**config.mk**
```make
export PLATFORM = sky130hd
export DESIGN_NAME = wifi_dma_scheduler
export DESIGN_NICKNAME = d
export VERILOG_FILES = /design/src/rtl/wifi_dma_scheduler.sv
export SDC_FILE = /design/constraint.sdc
export NUM_CORES = 1
export LEC_CHECK = 0
export ABC_AREA = 1
export CAP_MARGIN = 10
export CORE_MARGIN = 8
export CORE_UTILIZATION = 50
export CTS_BUF_LIST = sky130_fd_sc_hd__clkbuf_4 sky130_fd_sc_hd__clkbuf_8
export DETAILED_ROUTE_END_ITERATION = 8
export PLACE_DENSITY = 0.82
export SLEW_MARGIN = 10
export SYNTH_ARGS = -nofsm -noshare
export SYNTH_HDL_FRONTEND = slang
export SYNTH_SLANG_ARGS = --single-unit
```
**constraint.sdc**
```tcl
create_clock -name HCLK -period 4.56 [get_ports HCLK]
set_input_delay 0.912 -clock HCLK [delete_from_list [all_inputs] [get_ports HCLK]]
set_output_delay 0.912 -clock HCLK [all_outputs]
set_load 0.03 [all_outputs]
```
**src/rtl/wifi_dma_scheduler.sv**
```systemverilog
`timescale 1ns/1ps
`default_nettype none
// ============================================================================
//  Module      : wifi_dma_scheduler
//  Description : Arbitrates DMA refill of the TX FIFO and DMA drain of the RX
//                FIFO. Round-robin between the two sides, with RX overflow
//                priority, per-transfer watchdog and frame interrupts.
//  Revision    : 1.0 - initial release
// ============================================================================
module wifi_dma_scheduler #(
    parameter int FIFO_DEPTH = 128,
    parameter int CNT_W      = 8,
    parameter int BURST_LEN  = 16,
    parameter int TX_LOW_WM  = 32,
    parameter int RX_HIGH_WM = 32,
    parameter int TIMEOUT    = 1024
) (
    input  logic             HCLK,
    input  logic             reset,
    input  logic             enable,
    input  logic [CNT_W-1:0] tx_count,
    input  logic [CNT_W-1:0] rx_count,
    input  logic             tx_frame_end,
    input  logic             rx_frame_end,
    input  logic [1:0]       irq_clr,
    input  logic             DMA_WRITE_ACK,
    input  logic             DMA_WRITE_DONE,
    input  logic             DMA_READ_ACK,
    input  logic             DMA_READ_DONE,
    output logic             DMA_WRITE_REQ,
    output logic             DMA_READ_REQ,
    output logic             Tx_irq,
    output logic             rx_irq,
    output logic             busy,
    output logic             timeout_err
);

    // Watchdog counter only has to reach TIMEOUT-1
    localparam int                c_WD_W       = (TIMEOUT > 1) ? $clog2(TIMEOUT) : 1;
    localparam logic [c_WD_W-1:0] c_WD_LAST    = c_WD_W'(TIMEOUT - 1);
    localparam logic [31:0]       c_FIFO_DEPTH = 32'(FIFO_DEPTH);
    localparam logic [31:0]       c_BURST_LEN  = 32'(BURST_LEN);
    localparam logic [31:0]       c_TX_LOW_WM  = 32'(TX_LOW_WM);
    localparam logic [31:0]       c_RX_HIGH_WM = 32'(RX_HIGH_WM);
    localparam logic [31:0]       c_OVF_LVL    = 32'(FIFO_DEPTH - BURST_LEN);

    typedef enum logic [2:0] {
        ST_IDLE    = 3'd0,
        ST_TX_REQ  = 3'd1,
        ST_TX_XFER = 3'd2,
        ST_RX_REQ  = 3'd3,
        ST_RX_XFER = 3'd4
    } state_t;

    state_t              r_state;
    state_t              w_state_nxt;
    logic [c_WD_W-1:0]   r_wd;
    logic [c_WD_W-1:0]   w_wd_nxt;
    logic                r_last_rx;        // 0: last grant went to TX, 1: to RX
    logic                r_rx_pend;
    logic                r_tx_frame_seen;
    logic                w_grant_tx;
    logic                w_grant_rx;
    logic                w_timeout_hit;
    logic [31:0]         w_tx_ext;
    logic [31:0]         w_rx_ext;
    logic                w_tx_need;
    logic                w_rx_need;
    logic                w_rx_ovf;
    logic                w_tx_seen;
    logic                w_tx_irq_set;

    assign w_tx_ext = 32'(tx_count);
    assign w_rx_ext = 32'(rx_count);

    // "Free space >= burst" is written as count + burst <= depth to stay unsigned
    assign w_tx_need = enable && (w_tx_ext < c_TX_LOW_WM)
                              && ((w_tx_ext + c_BURST_LEN) <= c_FIFO_DEPTH);
    assign w_rx_need = enable && ((w_rx_ext >= c_RX_HIGH_WM)
                              || (r_rx_pend && (rx_count != '0)));
    assign w_rx_ovf  = (w_rx_ext >= c_OVF_LVL);

    // A frame end stays latched until the TX FIFO has fully emptied
    assign w_tx_seen    = r_tx_frame_seen | tx_frame_end;
    assign w_tx_irq_set = w_tx_seen && (tx_count == '0);

    // Next-state, grant selection and watchdog update
    always_comb begin
        w_state_nxt   = r_state;
        w_wd_nxt      = r_wd;
        w_grant_tx    = 1'b0;
        w_grant_rx    = 1'b0;
        w_timeout_hit = 1'b0;
        case (r_state)
            ST_IDLE: begin
                if (w_rx_need && w_rx_ovf) begin
                    w_grant_rx = 1'b1;
                end else if (w_tx_need && w_rx_need) begin
                    if (r_last_rx) begin
                        w_grant_tx = 1'b1;
                    end else begin
                        w_grant_rx = 1'b1;
                    end
                end else if (w_tx_need) begin
                    w_grant_tx = 1'b1;
                end else if (w_rx_need) begin
                    w_grant_rx = 1'b1;
                end
                if (w_grant_tx) begin
                    w_state_nxt = ST_TX_REQ;
                end else if (w_grant_rx) begin
                    w_state_nxt = ST_RX_REQ;
                end
            end
            ST_TX_REQ: begin
                if (DMA_WRITE_DONE) begin
                    w_state_nxt = ST_IDLE;
                end else if (DMA_WRITE_ACK) begin
                    w_state_nxt = ST_TX_XFER;
                    w_wd_nxt    = '0;
                end
            end
            ST_TX_XFER: begin
                if (DMA_WRITE_DONE) begin
                    w_state_nxt = ST_IDLE;
                end else if (r_wd == c_WD_LAST) begin
                    w_state_nxt   = ST_IDLE;
                    w_timeout_hit = 1'b1;
                end else begin
                    w_wd_nxt = r_wd + 1'b1;
                end
            end
            ST_RX_REQ: begin
                if (DMA_READ_DONE) begin
                    w_state_nxt = ST_IDLE;
                end else if (DMA_READ_ACK) begin
                    w_state_nxt = ST_RX_XFER;
                    w_wd_nxt    = '0;
                end
            end
            ST_RX_XFER: begin
                if (DMA_READ_DONE) begin
                    w_state_nxt = ST_IDLE;
                end else if (r_wd == c_WD_LAST) begin
                    w_state_nxt   = ST_IDLE;
                    w_timeout_hit = 1'b1;
                end else begin
                    w_wd_nxt = r_wd + 1'b1;
                end
            end
            default: begin
                w_state_nxt = ST_IDLE;
            end
        endcase
    end

    // State and watchdog registers
    always_ff @(posedge HCLK or posedge reset) begin
        if (reset) begin
            r_state <= ST_IDLE;
            r_wd    <= '0;
        end else begin
            r_state <= w_state_nxt;
            r_wd    <= w_wd_nxt;
        end
    end

    // Round-robin history and pending RX frame (a new frame end beats the clear)
    always_ff @(posedge HCLK or posedge reset) begin
        if (reset) begin
            r_last_rx <= 1'b0;
            r_rx_pend <= 1'b0;
        end else begin
            if (w_grant_tx) begin
                r_last_rx <= 1'b0;
            end else if (w_grant_rx) begin
                r_last_rx <= 1'b1;
            end
            if (rx_frame_end) begin
                r_rx_pend <= 1'b1;
            end else if (w_grant_rx) begin
                r_rx_pend <= 1'b0;
            end
        end
    end

    // Frame interrupts: a set in the same cycle as its clear wins
    always_ff @(posedge HCLK or posedge reset) begin
        if (reset) begin
            r_tx_frame_seen <= 1'b0;
            Tx_irq          <= 1'b0;
            rx_irq          <= 1'b0;
        end else begin
            if (w_tx_irq_set) begin
                r_tx_frame_seen <= 1'b0;
                Tx_irq          <= 1'b1;
            end else begin
                r_tx_frame_seen <= w_tx_seen;
                if (irq_clr[0]) begin
                    Tx_irq <= 1'b0;
                end
            end
            if (rx_frame_end) begin
                rx_irq <= 1'b1;
            end else if (irq_clr[1]) begin
                rx_irq <= 1'b0;
            end
        end
    end

    // Registered handshake/status outputs decoded from the upcoming state
    always_ff @(posedge HCLK or posedge reset) begin
        if (reset) begin
            DMA_WRITE_REQ <= 1'b0;
            DMA_READ_REQ  <= 1'b0;
            busy          <= 1'b0;
            timeout_err   <= 1'b0;
        end else begin
            DMA_WRITE_REQ <= (w_state_nxt == ST_TX_REQ);
            DMA_READ_REQ  <= (w_state_nxt == ST_RX_REQ);
            busy          <= (w_state_nxt != ST_IDLE);
            timeout_err   <= timeout_err | w_timeout_hit;
        end
    end

endmodule
`default_nettype wire

```
run_1/ff_map.png
Other sequential cells in the stronger gray, the rest of the logic in the fainter gray.
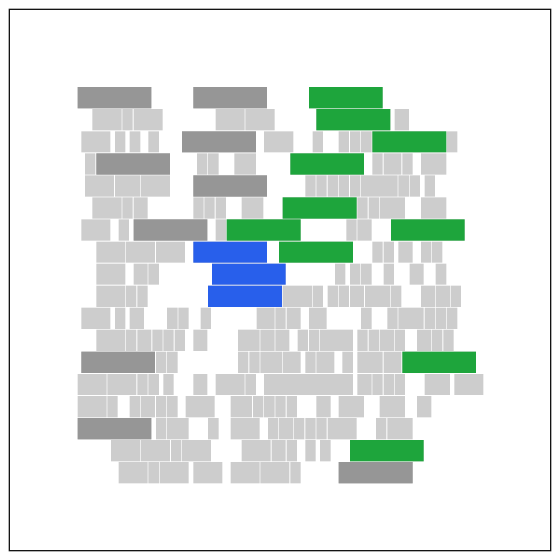
[blue] `r_state` | sequential cells: 3
[green] `r_wd` | sequential cells: 10
not colored: 9
combined flip-flop and latch cell area: 551 um2
fraction of area in registers: 32.8%
reported sequential group power: 246 uW
Layout Utilization: 68.3%

run_1/layers.png
Scale bar: 20 um. Only two layers are drawn.
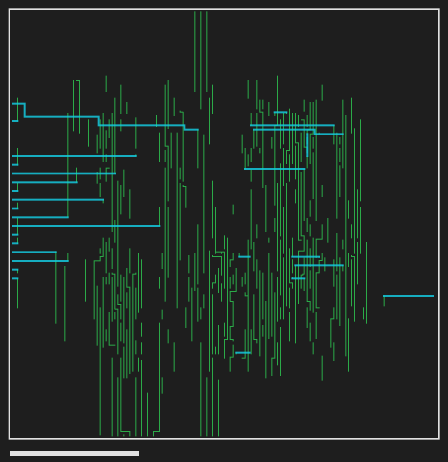
[green] M2 | wire length: 1,690 um
[cyan] M3 | wire length: 210 um
global router's overall resource usage: 15.4%
vias after detailed routing: 1,246
WL/cell: 12.9 um
Routed Wire Length: 3.09 mm

==> results.toml, run 1 <==
# physical design summary
[run_status]
outcome = "completed"

[power_and_ir_drop]
switch_pwr_uw = 269
comb_power_share_pct = 41.5
netSwitchingFraction_pct = 39.7
power_share_of_the_sequential_group_pct = 36.2
clock_power_uw = 151
vdd_drop_max_v = 0.000274
clock_power_share_pct = 22.3
power.internal_uw = 409
power_dens_cells_mw_per_mm2 = 404
power_leakage_nw = 0.804
post-layout-total-power_uw = 678

[cells_and_area]
fin_cells = 240
drive_above_1_share_pct = 9.05
design.final.nets = 239
area_growth_synth_to_finish_pct = 31.2
total_area_of_multi_input_combinational_cells_um2 = 638
finished_layout_cell_area_mm2 = 0.00168
n_antenna_cell = 0
final.fill_count = 198

[critical_path]
worst_r2r_path_depth = 9
critical_path_class = "reg2out"
arrival_ps = 1370
rrSetupSlack_ps = 2770
cp_num_buf_inv = 1
critical-path-max-stage-delay_ps = 690
cp_data_required_time_ps = 3650
reg2reg_launch_point = "r_wd[0]"
critical-path-top-delay-family = "buffers and inverters"
setup.worst_path.start = "rx_irq"

[synthesis]
synth-seq-area-share_pct = 43.1
ys_async_sr_fraction_pct = 100
synth-cells-yosys = 175
post-synth-top-area-cell = "sky130_fd_sc_hd__dfrtp_1"
ys_chip_area_mm2 = 0.00128
netlist_area_mm2 = 0.00128
yosys.area_share.simple_pct = 38.7
synth-main-ff-cell = "sky130_fd_sc_hd__dfrtp_1"
synth_flops = 22
netlist_top_cells_area = "sky130_fd_sc_hd__dfrtp_1, sky130_fd_sc_hd__nand2_1, sky130_fd_sc_hd__nor2_1, sky130_fd_sc_hd__inv_1, sky130_fd_sc_hd__nand3_1"
enable_flop_cells = 0
yosys.area_share.aoi_pct = 5.38
synthesis.nets = 203
synth-adder-area-share_pct = 0.978
xor_share_pct = 4.79

[grt]
grtUsageMet2_pct = 28.8
grt_overflow = 0
grt_antenna_before_repair = 0
grt_start_max_net_pins = 23
wire_length_of_the_first_global_routing_pass_mm = 5.51
grt_util_met3_pct = 4.36
grt.busiest_layer = "met2"
groute.layer.met1.usage_pct = 15.9

[cts]
clock.latency.late_pin_ps = 310
postCtsSetupBuffers = 0
htree_levels = 1
clockBufferDepth = 2

[die]
floorplan.core_util_pct = 52.1
io-pin-count = 33
chip_area_mm2 = 0.00443
die-height_um = 66.6
placeableCoreArea_mm2 = 0.00245
chipWidth_um = 66.6

[final_timing]
timing.final.hold_violations = 0
max_freq_mhz = 439
worst_pin_slew_ps = 836
setup_violations = 0
clock_skew_ps = 3.86
totalNegativeSetupSlack_ps = 0
timing.final.crit_share_pct = 49.9
slew_headroom_pct = 44.2

[detailed_routing]
detail_route.drc_violations = 0
wl_met1_mm = 1.17
ant_nets = 0
top_layer_used = "met4"
drt_pass1_iterations = 5
met3_wirelength_um = 210
vias_per_cell = 5.19

[placed_design]
place_worst_setup_slack_ps = 2210
port_buffers = 32
placer_congestion = 0.833

[hold_path]
min-delay-path-class = "reg2reg"
worstHoldEndpoint = "r_rx_pend"
worstHoldPathCells = 2

[job]
log.warning_count = 26
max_cap_viol_count = 0
run_1/route_heat.png
Scale bar: 20 um. 13 x 13 tiles, from black (low) to pale yellow (high), scaled to the fullest tile. Values are wire area over tile area, all layers added.
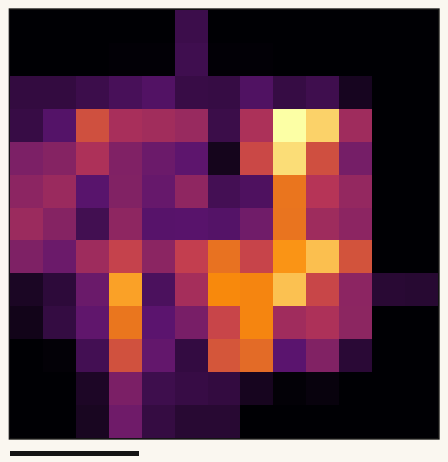
mean over tiles: 0.11
tiles over half the peak: 15%
densest ninth of the die: center
nearly empty tiles: 33%
fullest tile: 0.47

run_1/class_map.png
Fill, decap, tap and diode cells in gray.
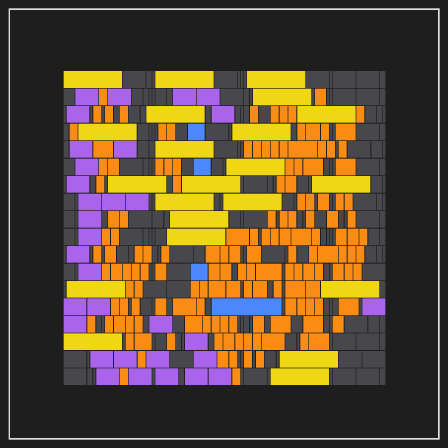
[yellow] registers | cells: 22 | share of their area: 34%
[orange] remaining logic cells | cells: 152 | share of their area: 44%
[purple] remaining buffers and delay cells | cells: 32 | share of their area: 20%
[blue] clock drivers and dummy loads | cells: 4 | share of their area: 3.2%

run 1: layout by cell type (no fill, tap or decap):
cell and instances:
sky130_fd_sc_hd__inv_2 3, sky130_fd_sc_hd__nand3b_1 2, sky130_fd_sc_hd__o21ai_2 2, sky130_fd_sc_hd__nor2_2 2
sky130_fd_sc_hd__o21ai_0 1, sky130_fd_sc_hd__xor2_1 5, sky130_fd_sc_hd__o32ai_1 1, sky130_fd_sc_hd__inv_1 18
sky130_fd_sc_hd__nand2_2 3, sky130_fd_sc_hd__dfrtp_1 22, sky130_fd_sc_hd__xnor2_1 2, sky130_fd_sc_hd__a21oi_1 2
sky130_fd_sc_hd__nand2_1 55, sky130_fd_sc_hd__nor2_1 27, sky130_fd_sc_hd__o21ai_1 1, sky130_fd_sc_hd__bufinv_16 1
sky130_fd_sc_hd__o22ai_1 1, sky130_fd_sc_hd__clkdlybuf4s50_1 32, sky130_fd_sc_hd__ha_1 1, sky130_fd_sc_hd__a21boi_0 1
sky130_fd_sc_hd__clkbuf_4 3, sky130_fd_sc_hd__nand3_1 13, sky130_fd_sc_hd__nor3_1 7, sky130_fd_sc_hd__a31o_2 1
sky130_fd_sc_hd__nand3_2 3, sky130_fd_sc_hd__nor2_4 1
run 1: flip-flops by register name (all words and copies together), names as in the netlist:
signal and cells:
r_tx_frame_seen 1, rx_irq 1, timeout_err 1, r_wd 10, DMA_WRITE_REQ 1, DMA_READ_REQ 1, r_last_rx 1, r_rx_pend 1
busy 1, r_state 3, Tx_irq 1
run 1: final cells by class:
cell class / instances / share of cell area [%]
timing repair buffer: 32 / 19.1
inverter: 21 / 4.70
clock buffer: 3 / 1.34
clock inverter: 1 / 1.79
sequential: 22 / 32.8
tap: 30 / 2.24
multi-input combinational: 131 / 38.0
run_1/placed.png
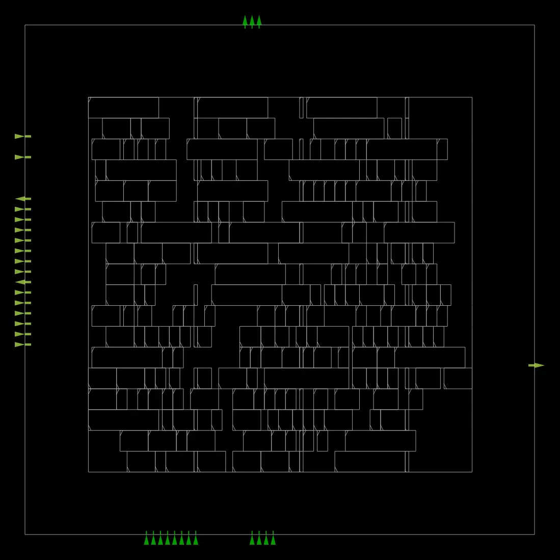

==> run 2, diff against run 1 <==
==> constraint.sdc (replaced) <==
create_clock -name HCLK -period 2.3 [get_ports HCLK]
set_input_delay 0.46 -clock HCLK [delete_from_list [all_inputs] [get_ports HCLK]]
set_output_delay 0.46 -clock HCLK [all_outputs]
set_load 0.03 [all_outputs]
run_2/placed.png
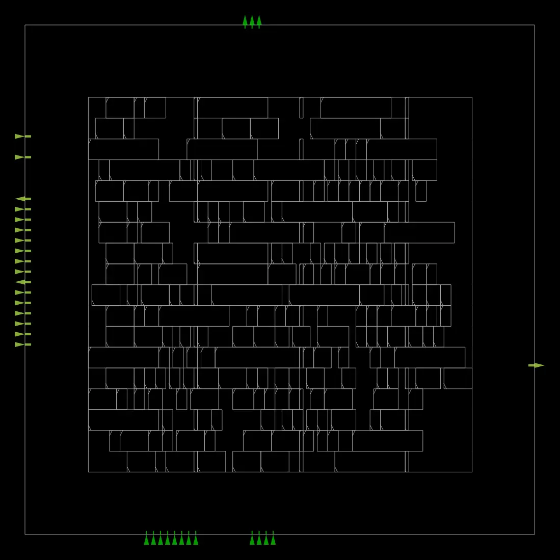
final sequential cell count: 22
number of fill cells in the layout: 198
fraction of area in registers: 32.7%
number of well taps: 30

run_2/class_map.png
Fill, decap, tap and diode cells in gray.
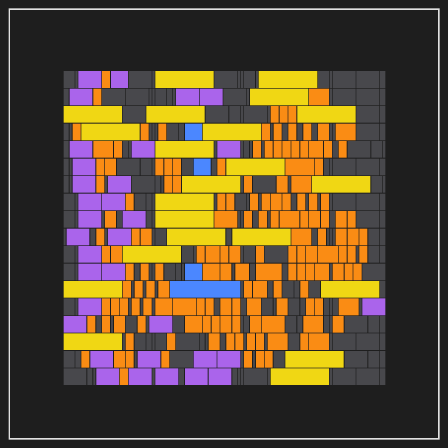
[purple] remaining buffers and delay cells | cells: 33 | share of their area: 20%
[yellow] registers | cells: 22 | share of their area: 33%
[blue] clock drivers and dummy loads | cells: 4 | share of their area: 3.2%
[orange] remaining logic cells | cells: 152 | share of their area: 44%
Layout Utilization: 68.7%
finished layout cell area: 0.00169 mm2
CORE AREA: 0.00245 mm2
floorplan row count: 18

==> run 2 against run 1 <==
Effect of this change:
- total power up 98%
- critical path depth unchanged
- cell count up 0.42%
- critical endpoint unchanged
- largest cell class unchanged
==> results.toml, run 2 <==
# physical design summary
[cells_and_area]
area_growth_synth_to_finish_pct = 31.8
design.final.nets = 240
fin_cells = 241
max_flop_register = "r_wd"
largest_register_ff_count = 10
drive_above_1_share_pct = 9.48
n_antenna_cell = 0
largestRegisters = "r_wd (10), r_state (3)"
final_common_cell = "sky130_fd_sc_hd__nand2_1"
final_cell_mix = "sky130_fd_sc_hd__nand2_1, sky130_fd_sc_hd__clkdlybuf4s50_1, sky130_fd_sc_hd__nor2_1"

[synthesis]
synth-cells-yosys = 175
synth-adder-area-share_pct = 0.978
synth.top_cell.area_share_pct = 43.1
ys_chip_area_mm2 = 0.00128
syn_avg_cell_area_um2 = 7.31
yosys.area_share.aoi_pct = 5.38
enable_flop_cells = 0
post_synth_mux_area_share_pct = 0
synth.yosys.warnings = 0
synth-main-ff-cell = "sky130_fd_sc_hd__dfrtp_1"
ys_async_sr_fraction_pct = 100
yosys.area_share.simple_pct = 38.7
xor_share_pct = 4.79
netlist_top_cells_area = "sky130_fd_sc_hd__dfrtp_1, sky130_fd_sc_hd__nand2_1, sky130_fd_sc_hd__nor2_1, sky130_fd_sc_hd__inv_1, sky130_fd_sc_hd__nand3_1"
netlist_instances = 175
synth.top_cells.by_count = "sky130_fd_sc_hd__nand2_1, sky130_fd_sc_hd__nor2_1, sky130_fd_sc_hd__dfrtp_1, sky130_fd_sc_hd__inv_1, sky130_fd_sc_hd__nand3_1"
count_of_cell_types_in_the_netlist = 24
synth-seq-area-share_pct = 43.1
synthesis.nets = 203
post-synth-top-count-cell = "sky130_fd_sc_hd__nand2_1"
synth_flops = 22
topCombFamilyByArea = "simple AND/OR/NAND/NOR gates"
netlist_area_mm2 = 0.00128
post-synth-top-area-cell = "sky130_fd_sc_hd__dfrtp_1"

[critical_path]
critical_path_class = "reg2out"
critical-path-top-delay-family = "buffers and inverters"
critPathLaunchType = "flip-flop"
arrival_ps = 1370
end_kind = "primary output"
critical_path_peak_fanout = 2
critical-path-max-stage-delay_ps = 690
worstPathCellList = "clkdlybuf4s50_1"
cp_num_buf_inv = 1
slowest_stage = "sky130_fd_sc_hd__clkdlybuf4s50_1"
cp_data_required_time_ps = 1840

[die]
chip_area_mm2 = 0.00443
chipWidth_um = 66.6
io-pin-count = 33
floorplan.core_util_pct = 52.1
die-height_um = 66.6

[power_and_ir_drop]
post-layout-total-power_mw = 1.34
switch_pwr_uw = 532
power_share_of_the_sequential_group_pct = 36.1
clock_power_share_pct = 22.2
comb_power_share_pct = 41.7
netSwitchingFraction_pct = 39.6
power_leakage_nw = 0.808
vdd_drop_max_v = 0.000614
power.internal_uw = 813
power_dens_cells_mw_per_mm2 = 798

[final_timing]
clock_skew_ps = 4.97
totalNegativeSetupSlack_ps = 0
min_clock_period_post_route_ps = 1830
setup_violations = 0
setup_repair_after_global_routing_missed_its_margin = "false"
timing.final.crit_share_pct = 79.5
final_worst_setup_slack_ps = 472
final_max_slew_viol_count = 0
slew_headroom_pct = 78.0
max_freq_mhz = 547
timing.hold.ws_ps = 463
timing.final.hold_violations = 0
worst_pin_slew_ps = 329

[cts]
ctsResizeCount = 0
clockBufferDepth = 2
ctsHoldBuffers = 0
clk_pin_slew_worst_paths_ps = 130
clock_tree_from_tritoncts = "yes"
clock.latency.late_pin_ps = 310
postCtsSetupBuffers = 0
htree_levels = 1
number_of_buffers_created_by_cts = 3
root_buffer = "sky130_fd_sc_hd__clkbuf_4"
tritoncts_num_sinks = 22

[placed_design]
place_hpwl_mm = 2.54
placer_congestion = 0.833
placed_cells = 237
place_worst_setup_slack_ps = 376
port_buffers = 32

[job]
max_cap_viol_count = 0
log.warning_count = 26

[detailed_routing]
drt_first_iter_violations = 63
drt_pass1_iterations = 4
vias_per_cell = 5.27
routed_wire_length_per_instance_um = 12.9
via_count = 1269
totalWireLength_mm = 3.12
ant_nets = 0
detail_route.drc_violations = 0

[grt]
wire_length_of_the_first_global_routing_pass_mm = 5.46
grt_overflow = 0
grt_start_max_net_pins = 23
grtUsageTotal_pct = 15.4
vias_in_the_first_global_route = 1378
grt_antenna_before_repair = 0

[run_status]
outcome = "completed"

[hold_path]
min-delay-path-class = "in2async"
[run 2: cell counts after synthesis]
Identical to the previous run, type by type.
[run 2: cell type report]
class / instances / area [um2] / share of cell area, %
clock inverter: 1 / 30.0 / 1.78
inverter: 21 / 78.8 / 4.68
clock buffer: 3 / 22.5 / 1.34
timing repair buffer: 33 / 328 / 19.5
multi-input combinational: 131 / 638 / 37.9
tap: 30 / 37.5 / 2.23
sequential: 22 / 551 / 32.7
[run 2: final timing paths]
| path | start | to | slack (ps) | cells after the start |
|---|---|---|---|---|
| max in group asynchronous | reset | timeout_err | 1600 | 3 |
| setup reg to reg | r_wd[0] | r_wd[9] | 540 | 9 |
| setup / recovery | rx_irq | rx_irq | 470 | 1 |
| hold reg to reg | timeout_err | timeout_err | 510 | 1 |
| min in group HCLK | timeout_err | timeout_err | 510 | 1 |
| hold / removal | reset | DMA_WRITE_REQ | 460 | 3 |
[run 2: cell families after synthesis]
family          count (synthesis)
buf+inv                        22
fa+ha+maj                       1
simple gates                  113
xor+xnor                        7
flops                          22
compound gates                 10
[run 2: per-stage QoR]
step / instance area (um2) / utilization [%]
global placement: 1630 / 66.5
detailed placement: 1630 / 66.5
floorplan: 1280 / -
CTS: 1690 / 68.7
finish: 1690 / 68.7
global route: 1690 / 68.7
[run 2: per-layer routing]
metal,vias up,GRT usage (%),share of wire (%)
met4,0,7.47,2.7
met1,594,15.0,38
li1,622,-,-
met3,8,5.03,6.6
met5,-,0,0
met2,45,28.3,53
[run 2: power groups by stage]
stage          Sequential, mW  Combinational (mW)  Clock, mW
3_5_place_dp            0.494               0.558          0
6_report                0.485               0.561      0.299
3_3_place_gp            0.491               0.541          0
4_1_cts                 0.485               0.562      0.304
2_1_floorplan           0.531               0.374          0
5_1_grt                 0.492               0.623      0.321
Power is estimated from default activity; no workload was simulated.
